[config.mk]
export PLATFORM = sky130hd
export DESIGN_NAME = alien_move
export DESIGN_NICKNAME = d
export VERILOG_FILES = /design/src/rtl/alien_move.sv
export SDC_FILE = /design/constraint.sdc
export NUM_CORES = 1
export LEC_CHECK = 0
export CAP_MARGIN = 10
export CELL_PAD_IN_SITES_DETAIL_PLACEMENT = 0
export CELL_PAD_IN_SITES_GLOBAL_PLACEMENT = 1
export CORE_UTILIZATION = 42
export CTS_CLUSTER_DIAMETER = 150
export DETAILED_ROUTE_END_ITERATION = 10
export GPL_TIMING_DRIVEN = 0
export PLACE_DENSITY = 0.91
export SETUP_SLACK_MARGIN = 0.4
export SYNTH_ARGS = -nofsm -noshare
export SYNTH_HDL_FRONTEND = slang
export SYNTH_SLANG_ARGS = --single-unit
[constraint.sdc]
create_clock -name clk -period 4.74 [get_ports clk]
set_clock_uncertainty 0.05 [all_clocks]
set_input_delay 0.474 -clock clk [delete_from_list [all_inputs] [get_ports clk]]
set_output_delay 0.474 -clock clk [all_outputs]
set_load 0.05 [all_outputs]
[src/rtl/alien_move.sv]
// ---------------------------------------------------------------------------
// alien_move -- movement controller for one alien.
//
// Walks the alien across the tile grid one STEP per video frame. Every time
// the alien sits exactly on a tile it picks a new heading from the passable
// directions reported by terrain, preferring those that close on the player.
// A kill request parks the alien (invisible, frozen) for RESPAWN_FRAMES
// frames, after which it reappears at the spawn tile.
//
// Optional feature: define ALIEN_RANDOM_EN to add a 16-bit LFSR that, on
// roughly one decision in four, replaces the chase rules with a rotating
// pick of the first passable direction.
// ---------------------------------------------------------------------------
module alien_move #(
    parameter logic [10:0] BOARD_X        = 11'd32,
    parameter logic [10:0] BOARD_Y        = 11'd160,
    parameter int          BOARD_W        = 480,
    parameter int          BOARD_H        = 320,
    parameter int          TILE           = 32,
    parameter int          STEP           = 2,
    parameter int          INIT_COL       = 14,
    parameter int          INIT_ROW       = 0,
    parameter int          RESPAWN_FRAMES = 120
) (
    input  logic        clk,
    input  logic        reset,
    input  logic        startOfFrame,
    input  logic [3:0]  free_direction,
    input  logic [10:0] playerX,
    input  logic [10:0] playerY,
    input  logic        alien_hit,
    output logic [10:0] topLeftX,
    output logic [10:0] topLeftY,
    output logic [1:0]  direction,
    output logic        alive
);

    // Heading encoding; it doubles as the bit index into free_direction.
    localparam logic [1:0] DIR_RIGHT = 2'd0;
    localparam logic [1:0] DIR_LEFT  = 2'd1;
    localparam logic [1:0] DIR_DOWN  = 2'd2;
    localparam logic [1:0] DIR_UP    = 2'd3;

    // Legal top-left range: the whole alien must stay on the board.
    localparam logic [10:0] MIN_X   = BOARD_X;
    localparam logic [10:0] MIN_Y   = BOARD_Y;
    localparam logic [10:0] MAX_X   = 11'(int'(BOARD_X) + BOARD_W - TILE);
    localparam logic [10:0] MAX_Y   = 11'(int'(BOARD_Y) + BOARD_H - TILE);
    localparam logic [10:0] SPAWN_X = 11'(int'(BOARD_X) + INIT_COL * TILE);
    localparam logic [10:0] SPAWN_Y = 11'(int'(BOARD_Y) + INIT_ROW * TILE);
    localparam logic [10:0] STEP_PX = 11'(STEP);
    localparam logic [10:0] TILE_PX = 11'(TILE);

    // Respawn counter holds 0 .. RESPAWN_FRAMES-1.
    localparam int               CNT_W    = (RESPAWN_FRAMES > 1) ? $clog2(RESPAWN_FRAMES) : 1;
    localparam logic [CNT_W-1:0] CNT_LAST = CNT_W'(RESPAWN_FRAMES - 1);

    typedef enum logic [1:0] {
        ST_DECIDE_WAIT = 2'd0,
        ST_DECIDE      = 2'd1,
        ST_MOVE        = 2'd2,
        ST_DEAD        = 2'd3
    } state_t;

    state_t           state_q, state_d;
    logic [10:0]      x_q, x_d;
    logic [10:0]      y_q, y_d;
    logic [1:0]       dir_q, dir_d;
    logic             alive_q, alive_d;
    logic [CNT_W-1:0] cnt_q, cnt_d;

    // Decision datapath
    logic signed [11:0] dx, dy;
    logic [11:0]        dx_mag, dy_mag;
    logic [3:0]         can_move;
    logic [1:0]         h_dir, v_dir, prim_dir, sec_dir;
    logic               h_nz, v_nz, prim_nz, sec_nz;
    logic               choice_valid;
    logic [1:0]         choice_dir;

    // Stepping datapath
    logic [10:0] step_x, step_y;
    logic [10:0] x_off, y_off;
    logic        step_aligned;

    // A kill request is only honoured while the alien is alive.
    logic hit_take;
    assign hit_take = alien_hit && (state_q != ST_DEAD);

`ifdef ALIEN_RANDOM_EN
    logic [15:0] lfsr_q, lfsr_d;
    logic        lfsr_fb;
    logic [1:0]  rnd_dir;

    // Fibonacci LFSR x^16+x^14+x^13+x^11+1, advanced once per frame.
    always_comb begin
        lfsr_fb = lfsr_q[0] ^ lfsr_q[2] ^ lfsr_q[3] ^ lfsr_q[5];
        lfsr_d  = startOfFrame ? {lfsr_fb, lfsr_q[15:1]} : lfsr_q;
    end

    // LFSR register, reloaded with its seed on reset.
    always_ff @(posedge clk) begin
        if (reset) lfsr_q <= 16'hACE1;
        else       lfsr_q <= lfsr_d;
    end
`endif

    // Direction choice: chase rules with board clamping folded into can_move.
    always_comb begin
        // NOTE: every variable gets a default first so no path leaves it
        // unassigned; an unassigned path in combinational logic infers a latch.
        dx = $signed({1'b0, playerX}) - $signed({1'b0, x_q});
        dy = $signed({1'b0, playerY}) - $signed({1'b0, y_q});
        dx_mag = dx[11] ? $unsigned(-dx) : $unsigned(dx);
        dy_mag = dy[11] ? $unsigned(-dy) : $unsigned(dy);

        // A heading off the board is blocked whatever terrain says.
        can_move            = 4'b0000;
        can_move[DIR_RIGHT] = free_direction[0] && (x_q < MAX_X);
        can_move[DIR_LEFT]  = free_direction[1] && (x_q > MIN_X);
        can_move[DIR_DOWN]  = free_direction[2] && (y_q < MAX_Y);
        can_move[DIR_UP]    = free_direction[3] && (y_q > MIN_Y);

        h_dir = dx[11] ? DIR_LEFT : DIR_RIGHT;
        v_dir = dy[11] ? DIR_UP   : DIR_DOWN;
        h_nz  = (dx != 12'sd0);
        v_nz  = (dy != 12'sd0);

        // Larger distance first; a tie favours the horizontal axis.
        if (dx_mag >= dy_mag) begin
            prim_dir = h_dir; prim_nz = h_nz;
            sec_dir  = v_dir; sec_nz  = v_nz;
        end else begin
            prim_dir = v_dir; prim_nz = v_nz;
            sec_dir  = h_dir; sec_nz  = h_nz;
        end

        choice_valid = 1'b1;
        choice_dir   = dir_q;
        if (prim_nz && can_move[prim_dir]) begin
            choice_dir = prim_dir;
        end else if (sec_nz && can_move[sec_dir]) begin
            choice_dir = sec_dir;
        end else if (can_move[dir_q]) begin
            choice_dir = dir_q;
        end else if (can_move[dir_q ^ 2'b01]) begin
            // Flipping bit 0 turns right<->left and down<->up.
            choice_dir = dir_q ^ 2'b01;
        end else begin
            choice_valid = 1'b0;
        end

`ifdef ALIEN_RANDOM_EN
        // Random override: scan up,down,left,right from index LFSR[3:2];
        // walking the scan backwards lets the first free entry win.
        rnd_dir = DIR_RIGHT;
        if (lfsr_q[1:0] == 2'b00) begin
            choice_valid = 1'b0;
            choice_dir   = dir_q;
            for (int k = 3; k >= 0; k--) begin
                rnd_dir = ~(lfsr_q[3:2] + 2'(k));
                if (can_move[rnd_dir]) begin
                    choice_valid = 1'b1;
                    choice_dir   = rnd_dir;
                end
            end
        end
`endif
    end

    // Candidate position one step along the current heading, and whether it lands on a tile.
    always_comb begin
        step_x = x_q;
        step_y = y_q;
        case (dir_q)
            DIR_RIGHT: step_x = x_q + STEP_PX;
            DIR_LEFT:  step_x = x_q - STEP_PX;
            DIR_DOWN:  step_y = y_q + STEP_PX;
            default:   step_y = y_q - STEP_PX;
        endcase
        x_off        = step_x - BOARD_X;
        y_off        = step_y - BOARD_Y;
        step_aligned = ((x_off % TILE_PX) == 11'd0) && ((y_off % TILE_PX) == 11'd0);
    end

    // FSM state register.
    always_ff @(posedge clk) begin
        // NOTE: sequential state uses non-blocking assignments so every flop
        // samples the pre-edge value of every other flop.
        if (reset) state_q <= ST_DECIDE_WAIT;
        else       state_q <= state_d;
    end

    // FSM next-state logic; a kill request overrides every live state.
    always_comb begin
        state_d = state_q;
        case (state_q)
            ST_DECIDE_WAIT: state_d = ST_DECIDE;
            ST_DECIDE:      state_d = choice_valid ? ST_MOVE : ST_DECIDE_WAIT;
            ST_MOVE: begin
                if (startOfFrame && step_aligned) state_d = ST_DECIDE_WAIT;
            end
            ST_DEAD: begin
                if (startOfFrame && (cnt_q == CNT_LAST)) state_d = ST_DECIDE_WAIT;
            end
            default: state_d = ST_DECIDE_WAIT;
        endcase
        if (hit_take) state_d = ST_DEAD;
    end

    // FSM output logic: next values of position, heading, liveness and respawn count.
    always_comb begin
        x_d     = x_q;
        y_d     = y_q;
        dir_d   = dir_q;
        alive_d = alive_q;
        cnt_d   = cnt_q;
        case (state_q)
            ST_DECIDE: begin
                if (choice_valid) dir_d = choice_dir;
            end
            ST_MOVE: begin
                if (startOfFrame) begin
                    x_d = step_x;
                    y_d = step_y;
                end
            end
            ST_DEAD: begin
                if (startOfFrame) begin
                    if (cnt_q == CNT_LAST) begin
                        x_d     = SPAWN_X;
                        y_d     = SPAWN_Y;
                        dir_d   = DIR_RIGHT;
                        alive_d = 1'b1;
                        cnt_d   = '0;
                    end else begin
                        cnt_d = cnt_q + 1'b1;
                    end
                end
            end
            default: ;
        endcase
        // A hit freezes everything where it is, including a same-cycle step.
        if (hit_take) begin
            x_d     = x_q;
            y_d     = y_q;
            dir_d   = dir_q;
            alive_d = 1'b0;
            cnt_d   = '0;
        end
    end

    // Datapath registers, all returned to spawn values on reset.
    always_ff @(posedge clk) begin
        if (reset) begin
            x_q     <= SPAWN_X;
            y_q     <= SPAWN_Y;
            dir_q   <= DIR_RIGHT;
            alive_q <= 1'b1;
            cnt_q   <= '0;
        end else begin
            x_q     <= x_d;
            y_q     <= y_d;
            dir_q   <= dir_d;
            alive_q <= alive_d;
            cnt_q   <= cnt_d;
        end
    end

    assign topLeftX  = x_q;
    assign topLeftY  = y_q;
    assign direction = dir_q;
    assign alive     = alive_q;

endmodule

==> images/congestion.png <==
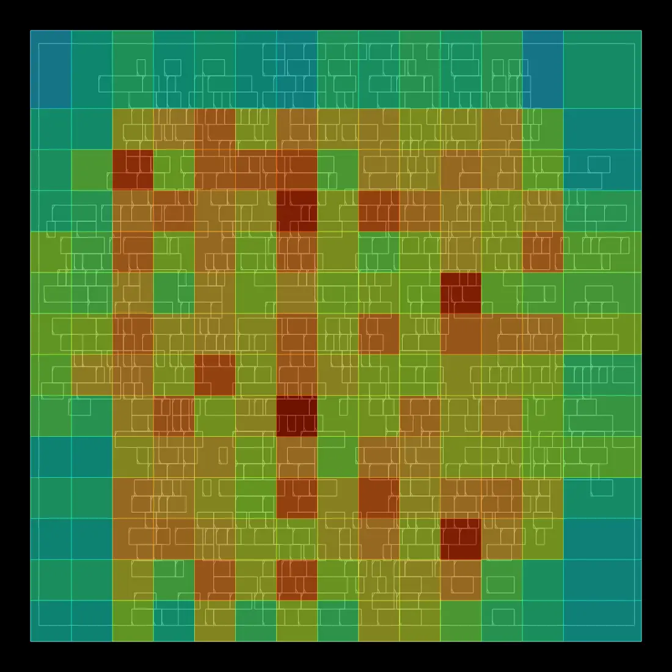
met2 Use GR: 40.00%
met1 GRT Util: 27.47%

==> images/clk_routes.png <==
Scale bar: 20 um.
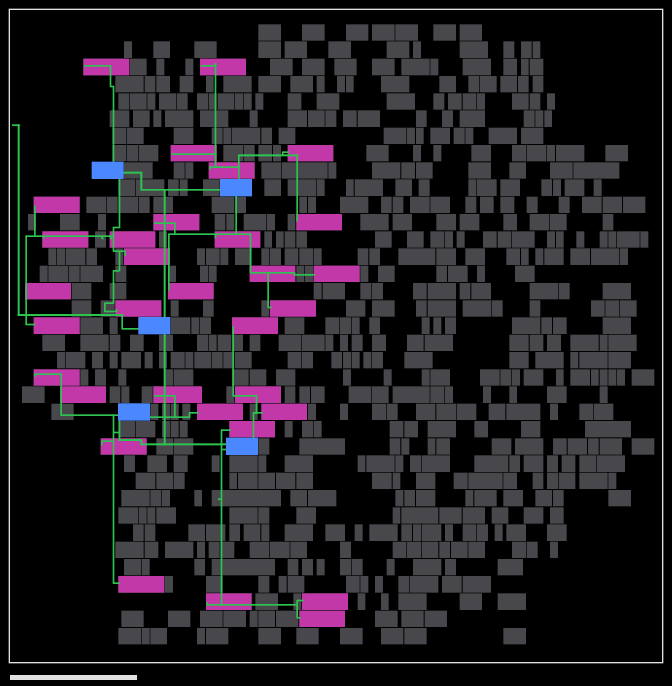
[clock wires] green | length: 493 um
[clock drivers] blue | count: 5
[flip-flops] magenta | count: 32
routed clock nets	6

==> images/wires.png <==
Scale bar: 20 um.
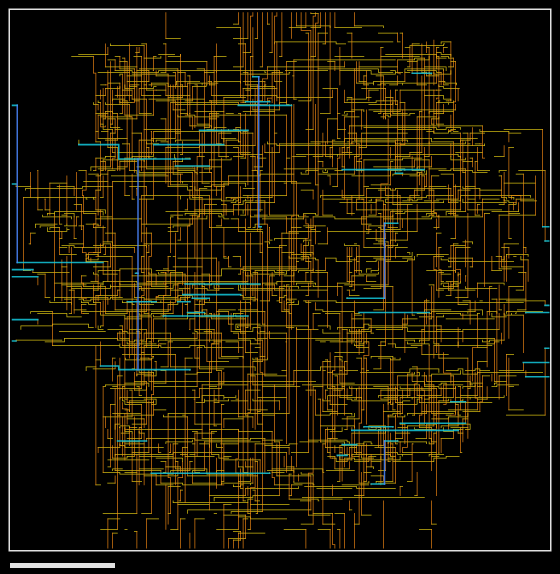
layer	colour	wire length
metal 4	blue	121 um
metal 2	orange	5540 um
metal 3	cyan	314 um
metal 1	yellow	5250 um

==> impl_metrics.toml <==
# implementation run metrics
[yosys]
yosysUniqueCellTypes = 81
synth_seq_share_pct = 15.01
flop_cell = "dfxtp_1"
ys_chip_area_sq_um = 4269
synth-async-reset-ratio_pct = 0
synth_area_sq_um = 4269
synth-cells-yosys = 571
synthCells = 571

[route]
wl_um = 11230
viasPerCell = 5.618
ant_nets = 0
drt_iter0_drc = 192
dr_total_vias = 4298
drc = 0

[die]
num_rows = 36
fp_util_pct = 43.48
core_sq_um = 9819
io_pins = 55
dieHeight_um = 102.8

[critical_path]
critical_path.top_delay_family = "AND-OR/OR-AND gates"
max_stage_delay_ns = 0.48
cp.required_ns = 4.88
r2r_cells = 17
arrival_ns = 4.20
slowest_stage = "fa_1"
path_depth = 18
critPathBufInv = 1

[power_and_ir_drop]
p_total_uw = 1048
power.leakage_uw = 0.002106

[cts]
holdBufCountCts = 0
cts.clk_slew.worst_paths_ns = 0.08
htree_levels = 2
numCtsBuffers = 5
insertion_delay_ns = 0.30
cts_tree = "yes"
cts_resized = 0

[sta]
relSlewSlack_pct = 43.40
min_period_over_period_pct = 85.67
hold_viol_final = 0
final_max_slew_viol_count = 0
fin_crit_ns = 4.061
setup-violations-final = 0
rsz0062_at_grt = "false"
worst_pin_slew_ns = 0.8424
max_freq_mhz = 246.3
timing.hold.ws_ns = 0.4569

[place]
gp_congestion = 0.8918
dp_cells = 757
port_buffers = 51

[final_layout]
final_cells = 765
lay_top_cells = "nor2_1 (58), ha_1 (51), clkdlybuf4s50_1 (51)"
fill_cells = 1006
fin_nets = 716
lay_top_count = "nor2_1"
num_antenna_cells = 0

[global_routing]
grt_max_degree = 16
grt_util_all_layers_pct = 21.79
grt_pass1_wl_um = 18500
grt_pass1_vias = 4141

[worst_hold_path]
min-delay-start = "alive"

[status]
status = "finished, final reports clean"

[flow_run]
cap_violations = 0
[logic make-up (layout without fill, tap and decap cells)]
logic type,after synthesis,count (layout),synth area share (%)
simple gates,200,200,23.18
mux,8,8,1.905
fa+ha+maj,55,55,16.82
xor+xnor,45,45,9.232
other cells,2,4,0.1759
compound gates,167,167,27.73
buf+inv,62,121,5.949
flops,32,32,15.01
[per-stage QoR]
stage | setup WS, ns | util [%] | instance area, sq um
after floorplan | 0.6976 | - | 4277
after global placement | 0.4192 | 50.45 | 4954
after detailed placement | 0.3151 | 50.45 | 4954
after CTS | 0.6220 | 51.58 | 5065
after global routing | 0.4052 | 51.75 | 5081
final | 0.6794 | 51.75 | 5081
[synth_stat cells, types with 3 or more instances]
cell	instances	share of area (%)
a22oi_1	3	0.53
a21o_1	10	1.8
buf_4	3	0.53
a21oi_1	35	4.1
nor4_1	3	0.44
and2_1	8	1.2
nand2b_1	4	0.59
xor2_1	18	3.7
o211ai_1	10	1.8
a31oi_1	9	1.3
fa_1	4	1.9
xnor2_1	27	5.5
nand2_1	44	3.9
o41ai_1	3	0.62
o31ai_1	5	0.88
nand3_1	18	2.1
a211oi_1	5	0.88
o21bai_1	7	1.2
a21oi_2	3	0.62
nor2_1	58	5.1
o21ai_0	26	3.0
inv_1	42	3.7
o21a_1	5	0.88
dfxtp_1	32	15
clkbuf_1	13	1.1
nand4_1	8	1.2
a21boi_1	3	0.53
or2_2	4	0.59
mux2i_1	7	1.6
o21ai_1	5	0.59
o22ai_1	5	0.73
ha_1	51	15
nor2b_1	5	0.73
and3_1	7	1.0
nor3_1	22	2.6
[power by group]
part | total (uW) | internal, uW | switching, uW
logic | 496 | 216 | 280
registers | 284 | 275 | 8.78
clock network | 268 | 156 | 112
[registers in the layout, indices dropped and copies added, names as in the netlist]
| name | cells |
|---|---|
| topLeftX | 10 |
| cnt_q | 7 |
| topLeftY | 10 |
| alive | 1 |
| state_q | 2 |
| direction | 2 |
[cell type report]
type	count	area (sq um)	area share (%)
inverters	43	161.4	3.177
repair buffers	51	510.5	10.05
clock inverters	3	42.54	0.8372
flip-flops and latches	32	641.9	12.63
plain buffers	19	92.59	1.822
well taps	133	166.4	3.275
clock buffers	5	68.82	1.354
multi-input cells	479	3397	66.86
[layer usage]
layer	global-route usage (%)	share of wire [%]	vias to the layer above
met5	0	0	-
li1	-	-	2204
met2	40.00	49	77
met4	5.417	1.1	0
met3	1.695	2.8	11
met1	27.47	47	2006
[final timing paths]
kind / end / slack (ns)
worst min-delay path: alive / 0.46
worst max register to register: direction[0] / 0.77
worst min register to register: alive / 0.46
worst max-delay path: direction[0] / 0.68
[worst min-delay path, stage by stage (launching register included)]
cell and delay [ns]:
dfxtp_1 0.33, o21ai_0 0.08, nand2_1 0.06
